floorplan.png
Pins as bars on the die edge. Tap cells in gray.
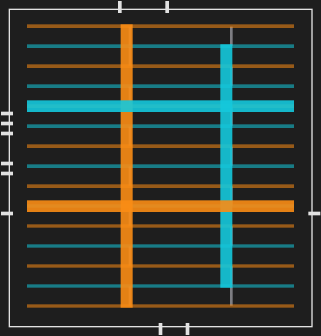
class_map.png
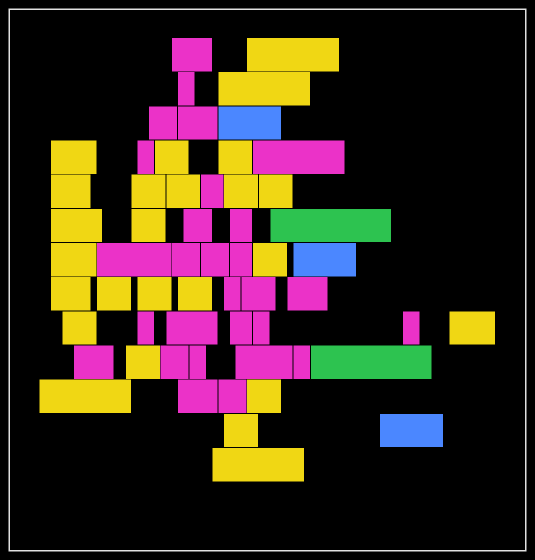
clock_wires.png
Scale bar: 10 µm.
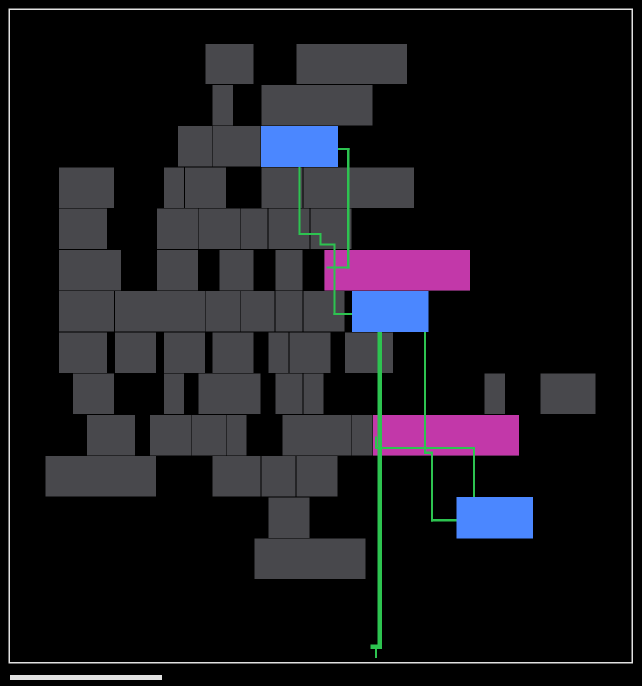
layers.png
Scale bar: 10 µm.
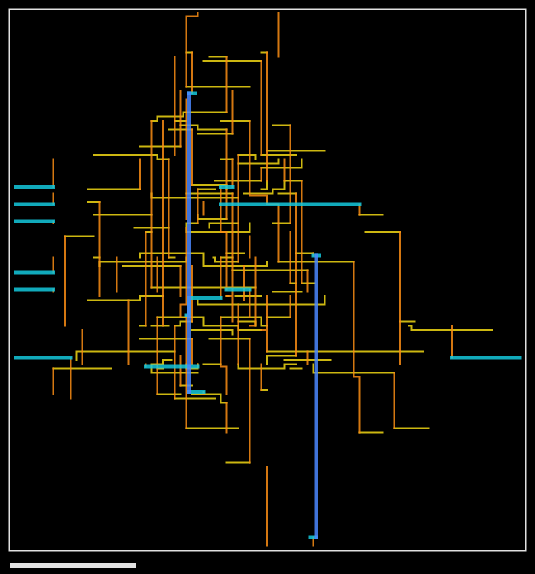
### src/rtl/round_robin_arbiter.sv
// Round-robin arbiter: one-hot grant derived combinationally from the request
// vector and a registered priority pointer. The pointer moves past the winner
// only when the consumer reports that the grant was used (update_i).
module round_robin_arbiter #(
  parameter int unsigned N_OF_INPUTS = 4
) (
  input  logic                   clk,
  input  logic                   arst,
  input  logic                   update_i,
  input  logic [N_OF_INPUTS-1:0] req_i,
  output logic [N_OF_INPUTS-1:0] grant_o
);

  localparam int unsigned PTR_W = (N_OF_INPUTS > 1) ? $clog2(N_OF_INPUTS) : 1;
  localparam logic [PTR_W-1:0] LAST_IDX = PTR_W'(N_OF_INPUTS - 1);
  localparam logic [PTR_W-1:0] PTR_ONE  = PTR_W'(1);

  logic [PTR_W-1:0]       ptr_q;
  logic [PTR_W-1:0]       ptr_d;
  logic [N_OF_INPUTS-1:0] prio_mask;
  logic [N_OF_INPUTS-1:0] req_masked;
  logic [N_OF_INPUTS-1:0] grant_masked;
  logic [N_OF_INPUTS-1:0] grant_unmasked;
  logic [PTR_W-1:0]       grant_idx;
  logic                   grant_any;

  // Keep only the lowest set bit of a vector (fixed-priority pick, index 0 first).
  function automatic logic [N_OF_INPUTS-1:0] lowest_set(input logic [N_OF_INPUTS-1:0] v);
    logic [N_OF_INPUTS-1:0] r;
    logic                   found;
    r     = '0;
    found = 1'b0;
    for (int unsigned i = 0; i < N_OF_INPUTS; i++) begin
      if (v[i] && !found) begin
        r[i]  = 1'b1;
        found = 1'b1;
      end
    end
    return r;
  endfunction

  // Two-pass priority: requests at or above the pointer first, then wrap to the lowest.
  always_comb begin
    prio_mask = '0;
    for (int unsigned i = 0; i < N_OF_INPUTS; i++) begin
      prio_mask[i] = (PTR_W'(i) >= ptr_q);
    end
    req_masked     = req_i & prio_mask;
    grant_masked   = lowest_set(req_masked);
    grant_unmasked = lowest_set(req_i);
    grant_o        = (|req_masked) ? grant_masked : grant_unmasked;
  end

  // Encode the one-hot grant into an index for the pointer update.
  always_comb begin
    grant_idx = '0;
    for (int unsigned i = 0; i < N_OF_INPUTS; i++) begin
      if (grant_o[i]) begin
        grant_idx = grant_idx | PTR_W'(i);
      end
    end
    grant_any = |grant_o;
  end

  // Next pointer: winner becomes lowest priority, wrapping from the last index to 0.
  always_comb begin
    ptr_d = ptr_q;
    if (update_i && grant_any) begin
      ptr_d = (grant_idx == LAST_IDX) ? '0 : grant_idx + PTR_ONE;
    end
  end

  // Priority pointer register; reset wins over any update at the same edge.
  always_ff @(posedge clk or posedge arst) begin
    if (arst) begin
      ptr_q <= '0;
    end else begin
      ptr_q <= ptr_d;
    end
  end

endmodule

### config.mk
export PLATFORM = sky130hd
export DESIGN_NAME = round_robin_arbiter
export DESIGN_NICKNAME = d
export VERILOG_FILES = /design/src/rtl/round_robin_arbiter.sv
export SDC_FILE = /design/constraint.sdc
export NUM_CORES = 1
export LEC_CHECK = 0
export CAP_MARGIN = 15
export CORE_AREA = 2 2 39 41
export CTS_BUF_LIST = sky130_fd_sc_hd__clkbuf_8
export CTS_CLUSTER_DIAMETER = 200
export DETAILED_ROUTE_END_ITERATION = 8
export DIE_AREA = 0 0 41 43
export GPL_TIMING_DRIVEN = 1
export SYNTH_ARGS = -nofsm -noshare
export SYNTH_HDL_FRONTEND = slang
export SYNTH_SLANG_ARGS = --single-unit
### constraint.sdc
create_clock -name clk -period 1.5 [get_ports clk]
set_clock_uncertainty 0.15 [all_clocks]
set_input_delay 0.3 -clock clk [delete_from_list [all_inputs] [get_ports clk]]
set_output_delay 0.3 -clock clk [all_outputs]
set_load 0.05 [all_outputs]
==> flow_metrics.env <==
# implementation run metrics
export IMPL_outcome="finished with violations"
export IMPL_violations="negative setup slack"
export IMPL_reg_top3="ptr_q x2"
export IMPL_critical_path_n_buffers_inverters=2
export IMPL_mux_share_pct=0
export IMPL_synth_top_cells_by_area="sky130_fd_sc_hd__dfrtp_1 (22%), sky130_fd_sc_hd__a21oi_1 (11%), sky130_fd_sc_hd__nor2_1 (9.7%)"
export IMPL_setup_reg_to_reg_worst_slack_ns=0.04
export IMPL_die_size_y_um=43
export IMPL_number_of_global_route_vias_before_repair=361
export IMPL_cts_buffer_depth=2
export IMPL_worstPathCellList="inv_4 > a21oi_2 > o221a_4 > buf_12"
export IMPL_synthCells=31
export IMPL_antenna_found_initial=0
export IMPL_overall_fraction_of_global_route_tracks_in_use_pct=12.0
export IMPL_num_nonclk_buffers=25
export IMPL_grt_setup_unrepaired="yes"
export IMPL_drive_above_1_share_pct=62.1
export IMPL_grt_ovfl_total=0
export IMPL_clock_buffer_count=3
export IMPL_first_pass_grt_wire_length_um=1370
export IMPL_period_utilization_pct=114
export IMPL_final_cell_count_no_fill=74
export IMPL_core_rowCount=14
export IMPL_synth_largest_area_cell="sky130_fd_sc_hd__dfrtp_1"
export IMPL_drtIter0Drc=8
export IMPL_regMostFlops="ptr_q"
export IMPL_design_seq_count=2
export IMPL_first_pass_iters=4
export IMPL_core_util_floorplan_pct=16.8
export IMPL_worst_path_stages=4
export IMPL_setup_worst_path_class="flip-flop to output port"
export IMPL_adder_share_pct=0
export IMPL_area_share_sequential_pct=9.31
export IMPL_crit_path_max_incr_delay_ns=0.45
export IMPL_total_nets_final=67
export IMPL_drt_total_wl_um=775
export IMPL_die_width_um=41
export IMPL_post_drt_via_cell_ratio=4.72
export IMPL_hold_viol_final=0
export IMPL_regToRegStartpoint="ptr_q[1]$_DFFE_PP0P_"
export IMPL_yosys_stat_cells=31
export IMPL_stage_log_warnings=28
export IMPL_vdd_drop_max_mv=0.353
export IMPL_insertion_delay_ns=0.21
export IMPL_postLayoutSetupSlackWorst_ns=-0.215
export IMPL_critical_path_max_fanout=7
export IMPL_top_cell="sky130_fd_sc_hd__nor2_1"
export IMPL_postCtsSetupRepairBufs=1
export IMPL_finalSetupViolCount=4
-- floorplan.png (at the start) --
net	color
VDD	cyan
VSS	orange
met1 rails	15
met4 straps	2
tap cells	16

-- class_map.png (at the start) --
class	color	cells	share of their area
remaining buffers and delay cells	yellow	25	46%
remaining logic cells	magenta	28	37%
registers	green	2	9.7%
clock-net drivers	blue	3	7.6%

-- clock_wires.png (at the start) --
[clock wires] green | length: 87.7 µm
[clock-net drivers] blue | count: 3
[flip-flops] magenta | count: 2
routed clock nets	4

-- layers.png (at the start) --
layer	color	wire length
M2	orange	371 µm
M4	blue	46.2 µm
M3	cyan	48.6 µm
M1	yellow	310 µm

[metal layers]
layer	vias to the layer above	GRT usage [%]	part of all wire (%)
li1	172	-	-
met1	152	12.5	40
met2	21	15.6	48
met3	4	4.19	6.2
met4	0	15.3	5.9
met5	-	0	0
[metrics by stage]
step	TNS [ns]	area, µm²	power [mW]	util, %	worst slack, ns
final	-0.845	564	0.605	40.8	-0.215
after global routing	-1.06	564	0.644	40.8	-0.285
after CTS	-0.841	562	0.616	40.6	-0.216
after detailed placement	-2.58	499	0.373	36.1	-0.461
after global placement	-2.55	499	0.369	36.1	-0.461
after floorplan	0	238	0.225	-	0.0101
[report_power, final]
group          switching [mW]  leakage (nW)  internal [mW]
sequential             0.0283        0.0219         0.0674
combinational           0.137         0.213          0.160
clock                  0.0431        0.0216          0.170
total                   0.208         0.257          0.397
Power figures rest on the tool's default switching activity, not on a simulated workload.
